[src/rtl/sram_arbiter_2p.sv]
// sram_arbiter_2p
//   Two-client round-robin arbiter and sequencer for the SRAM controller's
//   user port. Each client holds req (with rw/addr/wdata stable) until it sees
//   a one-cycle done pulse; err pulses with done when the controller failed to
//   respond within TIMEOUT cycles. rdata* holds the last read result per client.
//
// Ports
//   clk, reset          rising-edge clock, asynchronous active-high reset
//   req*/rw*/addr*/wdata*  client requests (rw: 1=read, 0=write)
//   done*/err*/rdata*   client completion pulse, timeout flag, read data
//   mem/rw/addr/data_f2s  controller command (mem is a one-cycle strobe)
//   ready/data_s2f      controller idle/complete indicator and read data
//   busy                high whenever a transaction is in flight
//   last_grant          index of the most recently granted client
module sram_arbiter_2p #(
  parameter int AW      = 18,
  parameter int DW      = 16,
  parameter int TIMEOUT = 255
) (
  input  logic          clk,
  input  logic          reset,
  input  logic          req0,
  input  logic          rw0,
  input  logic [AW-1:0] addr0,
  input  logic [DW-1:0] wdata0,
  output logic          done0,
  output logic          err0,
  output logic [DW-1:0] rdata0,
  input  logic          req1,
  input  logic          rw1,
  input  logic [AW-1:0] addr1,
  input  logic [DW-1:0] wdata1,
  output logic          done1,
  output logic          err1,
  output logic [DW-1:0] rdata1,
  output logic          mem,
  output logic          rw,
  output logic [AW-1:0] addr,
  output logic [DW-1:0] data_f2s,
  input  logic          ready,
  input  logic [DW-1:0] data_s2f,
  output logic          busy,
  output logic          last_grant
);

  typedef enum logic [2:0] {IDLE, ISSUE, WAIT_LO, WAIT_HI, DONE} state_t;

  // Counter can step one past TIMEOUT-1 on the WAIT_LO->WAIT_HI transition,
  // so it is sized to hold TIMEOUT itself; the limit test uses >=.
  localparam int CW = $clog2(TIMEOUT + 1);
  localparam logic [CW-1:0] CNT_LAST = CW'(TIMEOUT - 1);

  state_t        state_q, state_d;
  logic [CW-1:0] cnt_q, cnt_d;
  logic          mem_q, mem_d;
  logic          rw_q, rw_d;
  logic [AW-1:0] addr_q, addr_d;
  logic [DW-1:0] data_f2s_q, data_f2s_d;
  logic          done0_q, done0_d, done1_q, done1_d;
  logic          err0_q, err0_d, err1_q, err1_d;
  logic [DW-1:0] rdata0_q, rdata0_d, rdata1_q, rdata1_d;
  logic          busy_q, busy_d;
  logic          last_grant_q, last_grant_d;
  logic          gnt;
  logic          finish_ok, finish_err;

  always_comb begin
    state_d      = state_q;
    cnt_d        = cnt_q;
    mem_d        = 1'b0;
    rw_d         = rw_q;
    addr_d       = addr_q;
    data_f2s_d   = data_f2s_q;
    done0_d      = 1'b0;
    done1_d      = 1'b0;
    err0_d       = 1'b0;
    err1_d       = 1'b0;
    rdata0_d     = rdata0_q;
    rdata1_d     = rdata1_q;
    busy_d       = busy_q;
    last_grant_d = last_grant_q;
    gnt          = last_grant_q;
    finish_ok    = 1'b0;
    finish_err   = 1'b0;

    case (state_q)
      IDLE: begin
        if (ready && (req0 || req1)) begin
          // Contested: the client that did not win last time goes first.
          gnt          = (req0 && req1) ? ~last_grant_q : req1;
          last_grant_d = gnt;
          rw_d         = gnt ? rw1 : rw0;
          addr_d       = gnt ? addr1 : addr0;
          data_f2s_d   = gnt ? wdata1 : wdata0;
          mem_d        = 1'b1;
          busy_d       = 1'b1;
          state_d      = ISSUE;
        end
      end
      ISSUE: begin
        cnt_d   = '0;
        state_d = WAIT_LO;
      end
      WAIT_LO: begin
        if (!ready) begin
          cnt_d   = cnt_q + CW'(1);
          state_d = WAIT_HI;
        end else if (cnt_q >= CNT_LAST) begin
          finish_err = 1'b1;
        end else begin
          cnt_d = cnt_q + CW'(1);
        end
      end
      WAIT_HI: begin
        if (ready) begin
          finish_ok = 1'b1;
        end else if (cnt_q >= CNT_LAST) begin
          finish_err = 1'b1;
        end else begin
          cnt_d = cnt_q + CW'(1);
        end
      end
      DONE: begin
        busy_d  = 1'b0;
        state_d = IDLE;
      end
      default: begin
        state_d = IDLE;
      end
    endcase

    if (finish_ok || finish_err) begin
      state_d = DONE;
      if (last_grant_q) begin
        done1_d = 1'b1;
        err1_d  = finish_err;
      end else begin
        done0_d = 1'b1;
        err0_d  = finish_err;
      end
      if (finish_ok && rw_q) begin
        if (last_grant_q) rdata1_d = data_s2f;
        else              rdata0_d = data_s2f;
      end
    end
  end

  always_ff @(posedge clk or posedge reset) begin
    if (reset) begin
      state_q      <= IDLE;
      cnt_q        <= '0;
      mem_q        <= 1'b0;
      rw_q         <= 1'b1;
      addr_q       <= '0;
      data_f2s_q   <= '0;
      done0_q      <= 1'b0;
      done1_q      <= 1'b0;
      err0_q       <= 1'b0;
      err1_q       <= 1'b0;
      rdata0_q     <= '0;
      rdata1_q     <= '0;
      busy_q       <= 1'b0;
      last_grant_q <= 1'b1;
    end else begin
      state_q      <= state_d;
      cnt_q        <= cnt_d;
      mem_q        <= mem_d;
      rw_q         <= rw_d;
      addr_q       <= addr_d;
      data_f2s_q   <= data_f2s_d;
      done0_q      <= done0_d;
      done1_q      <= done1_d;
      err0_q       <= err0_d;
      err1_q       <= err1_d;
      rdata0_q     <= rdata0_d;
      rdata1_q     <= rdata1_d;
      busy_q       <= busy_d;
      last_grant_q <= last_grant_d;
    end
  end

  assign mem        = mem_q;
  assign rw         = rw_q;
  assign addr       = addr_q;
  assign data_f2s   = data_f2s_q;
  assign done0      = done0_q;
  assign done1      = done1_q;
  assign err0       = err0_q;
  assign err1       = err1_q;
  assign rdata0     = rdata0_q;
  assign rdata1     = rdata1_q;
  assign busy       = busy_q;
  assign last_grant = last_grant_q;

endmodule

[config.mk]
export PLATFORM = sky130hd
export DESIGN_NAME = sram_arbiter_2p
export DESIGN_NICKNAME = d
export VERILOG_FILES = /design/src/rtl/sram_arbiter_2p.sv
export SDC_FILE = /design/constraint.sdc
export NUM_CORES = 1
export LEC_CHECK = 0
export CORE_UTILIZATION = 42
export DETAILED_ROUTE_END_ITERATION = 10
export HOLD_SLACK_MARGIN = 0.12
export PLACE_DENSITY = 0.83
export SETUP_SLACK_MARGIN = 0.2
export SLEW_MARGIN = 10
export SYNTH_ARGS = -nofsm -noshare
export SYNTH_HDL_FRONTEND = slang
export SYNTH_SLANG_ARGS = --single-unit
[constraint.sdc]
create_clock -name clk -period 4.1 [get_ports clk]
set_clock_uncertainty 0.2 [all_clocks]
set_input_delay 0.82 -clock clk [delete_from_list [all_inputs] [get_ports clk]]
set_output_delay 0.82 -clock clk [all_outputs]
set_load 0.005 [all_outputs]
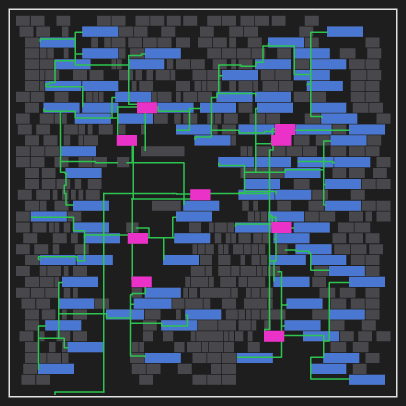
Fig. 1. Routed clock nets over the placement (run 1).
Drawn at 4 px/micron.
Magenta stands for clock drivers, count 9. Blue stands for flip-flops, count 85. Green stands for clock wires, length 1010 microns.
Position of the flops: spread over the die.

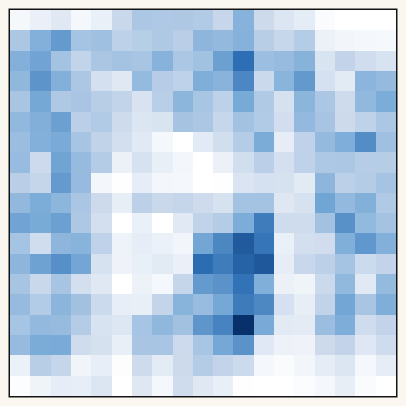
Fig. 2. Wire density map (run 1).
Drawn at 4 px/micron. 19 x 19 tiles, from white (low) to dark blue (high), scaled to the fullest tile. Values are wire area over tile area, all layers added.
5.3% of the tiles are nearly empty. The fullest tile reaches 0.56. The emptiest ninth of the die: bottom right. 12% of the tiles are over half the peak.
WL/cell: 15.7 microns
overall routing resource usage: 20.0%
DR vias: 3049
final wirelength: 9.24 mm

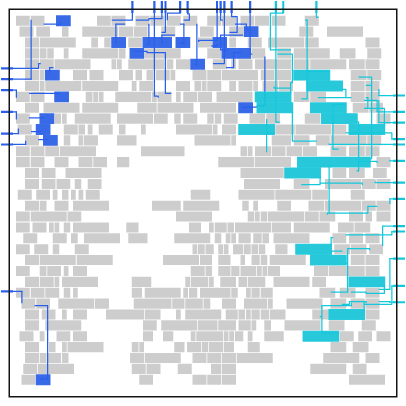
Fig. 3. Wires at chosen ports, followed through buffers (run 1).
Drawn at 4 px/micron.
Cyan stands for rdata0, direction output, end cells 16, wire 425 microns. Blue stands for addr1, direction input, end cells 18, wire 295 microns.
number of input and output port buffers inserted: 164
number of I/O pins: 165

==> impl_summary.log, run 1 <==
[report] extracting results
INFO  metric use_met2 = a little over a third
INFO  metric finalPower = 3.69 mW
INFO  metric synth.yosys.chip_area = approximately 0.0038 sq mm
INFO  metric grt_start_max_net_pins = ~46
INFO  metric clock_buffers_created_by_tritoncts = 9
INFO  metric globalRouteOverflowTotal = 0
INFO  metric initial_utilization = 43.2%
INFO  metric clock_insertion_delay_worst_skew = 340 ps
INFO  metric die_area = 0.00932 sq mm
INFO  metric maxSlewHeadroom = 47.6%
INFO  metric layout.core_utilization = 65.9%
INFO  metric grt_first_pass_wirelength = between 10 and 15 mm
INFO  metric yosys.area.top_type = dfrtp_1
INFO  metric clockRootBuffer = clkbuf_8
INFO  metric globalRouteMet3Util = 5.87%
INFO  metric hold-path-endpoint = busy$_DFFE_PP0P_
INFO  metric common_cells = dfrtp_1, nor2_1, a21oi_1
INFO  metric cap_viol_max_count = 0
INFO  metric synthMostInstantiatedCell = dfrtp_1
INFO  metric hold_path_depth = 1
INFO  metric rsz0062_at_grt = no
INFO  metric ctsResizeCount = 0
INFO  metric layout-drive-gt1-share = 14.3%
INFO  metric reg2regPathDepth = 4
INFO  metric route.detailed.vias_per_inst = 5.18
INFO  metric critical_path_peak_fanout = 16
INFO  metric clk_path_buf_depth = 2
INFO  metric post-route-cell-area = 0.00572 sq mm
INFO  metric synthesis.nets = 406
INFO  metric number_of_enable_flip_flop_cells = 0
INFO  metric ctsHoldBuffers = 0
INFO  metric drt_first_iter_violations = 111
INFO  metric placement.cell_area = 0.00549 sq mm
INFO  metric tritoncts = yes
INFO  metric status = finished clean
INFO  metric synth.cell_area = ~0.0038 sq mm
[run 1: kinds of logic after synthesis]
kind of cell | count (synthesis) | synth area share (%)
muxes | 68 | 19.2
and+or+nand+nor | 73 | 9.87
AOI/OAI and AO/OA | 63 | 10.3
DFF | 85 | 56.8
adders and majority gates | 2 | 0.667
buffers and inverters | 21 | 2.97
xor gates and xnor gates | 1 | 0.233
[run 1: layer usage]
metal  up-vias  share of wire [%]
li1       1439                  -
met1      1448                 40
met2       150                 49
met3        12                8.8
met4         0                1.8
met5         -                  0
[run 1: sequential cells by signal (all words and copies together), names as in the netlist, 3 cells and up]
| signal | count |
|---|---|
| addr | 18 |
| data_f2s | 16 |
| rdata0 | 16 |
| rdata1 | 16 |
| cnt_q | 8 |
| state_q | 3 |
[run 1: stage by stage]
| stage | setup WS [ps] | hold WS [ps] | cells |
|---|---|---|---|
| 4_1_cts | 1370 | 292 | 589 |
| 6_report | 1370 | 289 | 589 |
| 2_1_floorplan | 890 | 274 | 313 |
| 3_3_place_gp | 1080 | 265 | 573 |
| 5_1_grt | 1290 | 307 | 589 |
| 3_5_place_dp | 990 | 271 | 573 |
[run 1: area by class of cell]
cell class,count,area [sq um]
tap,108,135
fill,672,2960
timing repair buffer,168,1680
inverter,5,20.0
clock buffer,9,124
multi-input combinational,207,1520
clock inverter,7,103
sequential,85,2130
[run 1: power by group through the flow]
stage	sequential, mW	clock, mW	combinational [mW]
5_1_grt	1.50	0.724	1.73
3_3_place_gp	1.45	0	1.52
6_report	1.45	0.668	1.57
2_1_floorplan	1.44	0	0.683
3_5_place_dp	1.46	0	1.59
4_1_cts	1.45	0.689	1.59
[run 1: placed cells by master, fill, tap and decap left out, types with 3 or more instances in the layout]
cell               n
nand3_1            3
nand2_1            7
mux2_2            30
clkdlybuf4s50_1  164
mux2i_1           35
o21ai_0            6
a21oi_1           37
nand2_2            3
dfrtp_1           83
buf_4              3
clkbuf_8           9
inv_6              4
a22o_1             3
inv_1              3
mux2_1             3
nor2_1            45
[run 1: worst max-delay path, cell delays in order]
cell and delay (ps):
clkdlybuf4s50_1 580, and2_2 230, nand2_2 100, nor3_4 610, mux2_2 420
[run 1: how the worst max path moves through the flow]
stage	start	endpoint	slack [ps]	cells past startpoint
after floorplan	reset	addr[0]$_DFFE_PP0P_	890	1
after CTS	ready	rdata0[13]$_DFFE_PP0P_	1370	5
after global routing	ready	rdata0[13]$_DFFE_PP0P_	1290	5
after global placement	ready	rdata0[1]$_DFFE_PP0P_	1080	5
after detailed placement	ready	rdata0[15]$_DFFE_PP0P_	990	5
final	ready	rdata0[13]$_DFFE_PP0P_	1370	5
Fig. 4: run 1, routing congestion map
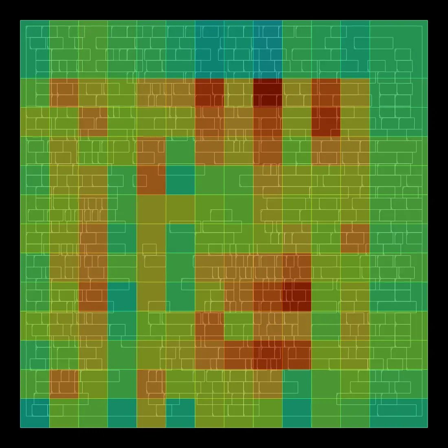

## Run 2: what changed since run 1
==> constraint.sdc (replaced) <==
create_clock -name clk -period 2.8 [get_ports clk]
set_clock_uncertainty 0.2 [all_clocks]
set_input_delay 0.56 -clock clk [delete_from_list [all_inputs] [get_ports clk]]
set_output_delay 0.56 -clock clk [all_outputs]
set_load 0.005 [all_outputs]
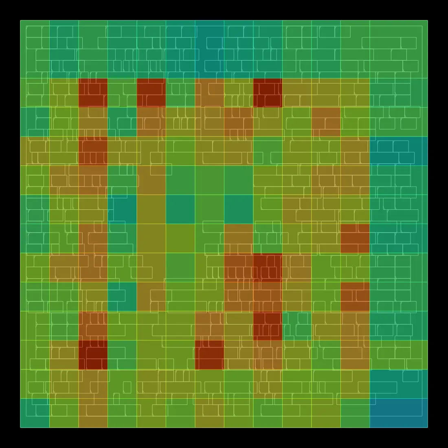
Fig. 5. Routing congestion map (run 2).
GR Util met1: 24.4%
busiest metal layer after global routing: met2
overall routing resource usage: 19.6%

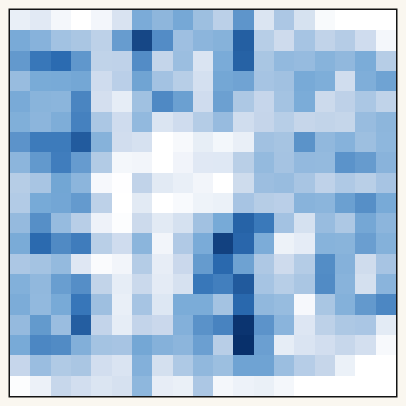
Fig. 6. Wire density map (run 2).
Drawn at 4 px/micron. 19 x 19 tiles, from white (low) to dark blue (high), scaled to the fullest tile. Values are wire area over tile area, all layers added.
22% of the tiles are over half the peak. The mean over all tiles is 0.16. 5.3% of the tiles are nearly empty. The fullest tile reaches 0.45.
DR vias: 3035
WL/cell: 15.2 microns
final wirelength: 9.05 mm

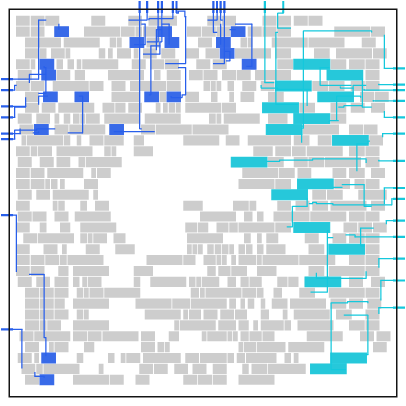
Fig. 7. Wires at chosen ports, followed through buffers (run 2).
Drawn at 4 px/micron.
Blue stands for addr1, direction input, end cells 18, wire 355 microns. Cyan stands for rdata0, direction output, end cells 16, wire 434 microns.

==> run 2 against run 1 <==
Against the previous run: routed wire length fell by 2.1%; die area stayed put; clock power increased by 29%; sequential share of layout area fell by 0.33 points; first-iteration DRC count down 15%; combinational power grew 48%; sequential power rose by 46%; setup slack got worse by 870 ps; via count decreased by 0.46%; synthesized cell count unchanged.
==> impl_summary.log, run 2 <==
[report] extracting results
INFO  metric hold-path-endpoint = rdata1[15]$_DFFE_PP0P_
INFO  metric top_logic_cells_by_instance_count_in_the_layout = clkdlybuf4s50_1, dfrtp_1, nor2_1, a21oi_1, mux2i_1
INFO  metric synth.yosys.chip_area = 0.00375 sq mm (unchanged)
INFO  metric synth.cell_area = 0.00375 sq mm (unchanged)
INFO  metric drt_first_iter_violations = 94 (-15%)
INFO  metric post-route-cell-area = 0.00577 sq mm (+0.90%)
INFO  metric clock_buffers_created_by_tritoncts = 9 (unchanged)
INFO  metric grt_first_pass_wirelength = 13.9 mm (-1.2%)
INFO  metric initial_utilization = 43.2% (unchanged)
INFO  metric design.portCount = 165 (unchanged)
INFO  metric status = finished clean
INFO  metric globalRouteOverflowTotal = 0 (unchanged)
INFO  metric grt_start_max_net_pins = 86 (+87%)
INFO  metric fill_cells = 686 (+2.1%)
INFO  metric synthesis.nets = 406 (unchanged)
INFO  metric largest_register_ffs = 18 (unchanged)
INFO  metric route.detailed.vias_per_inst = 5.09 (-1.6%)
INFO  metric critical_path_peak_fanout = 7 (-9)
INFO  metric reg2regPathDepth = 7 (+3)
INFO  metric number_of_enable_flip_flop_cells = 0 (unchanged)
INFO  metric cp_slowest_cell = dfstp_2
INFO  metric ctsResizeCount = 0 (unchanged)
INFO  metric hold_path_depth = 1 (unchanged)
INFO  metric die_area = 0.00932 sq mm (unchanged)
INFO  metric common_cells = dfrtp_1, nor2_1, a21oi_1
==> run 2: cell counts after synthesis <==
No cell type changed its count.
==> run 2: layout make-up <==
type                       count  area, sq um  area share, %
clock buffer                   9          124           2.15
sequential                    85         2130           36.9
tap                          108          135           2.34
clock inverter                 7         73.8           1.28
inverter                       5         22.5          0.390
multi-input combinational    207         1520           26.4
timing repair buffer         175         1760           30.5
==> run 2: stage by stage <==
step	std cells	power, mW	utilization [%]	worst slack [ps]
global placement	580	4.38	64.2	304
detailed placement	580	4.48	64.2	245
finish	596	5.30	66.5	495
floorplan	313	3.10	-	894
global route	596	5.69	66.5	431
CTS	596	5.36	66.5	475
==> run 2: worst max-delay path by stage <==
stage,to,cells past startpoint
3_5_place_dp,rdata0[14]$_DFFE_PP0P_,6
6_report,last_grant,1
4_1_cts,last_grant,1
3_3_place_gp,rdata0[7]$_DFFE_PP0P_,6
5_1_grt,last_grant,1
2_1_floorplan,rdata0[0]$_DFFE_PP0P_,5
==> run 2: kinds of logic after synthesis <==
family / after synthesis / synth area share, %
compound gates: 63 / 10.3
mux: 68 / 19.2
simple gates: 73 / 9.87
flops: 85 / 56.8
fa+ha+maj: 2 / 0.667
buf+inv: 21 / 2.97
xor+xnor: 1 / 0.233
==> run 2: power by group <==
part | internal (mW) | switching (mW) | leakage, nW | total [mW]
sequential | 1.76 | 0.359 | 1.02 | 2.12
clock | 0.417 | 0.447 | 0.100 | 0.864
combinational | 1.45 | 0.874 | 1.30 | 2.32
total | 3.62 | 1.68 | 2.42 | 5.30
==> run 2: metal layers <==
| layer | vias up | global-route usage, % | share of wire, % |
|---|---|---|---|
| met1 | 1425 | 24.4 | 42 |
| met2 | 147 | 31.6 | 47 |
| met3 | 9 | 7.12 | 9.5 |
| met5 | - | 0 | 0 |
| li1 | 1454 | - | - |
| met4 | 0 | 6.62 | 1.3 |
Power is estimated from default activity; no workload was simulated.
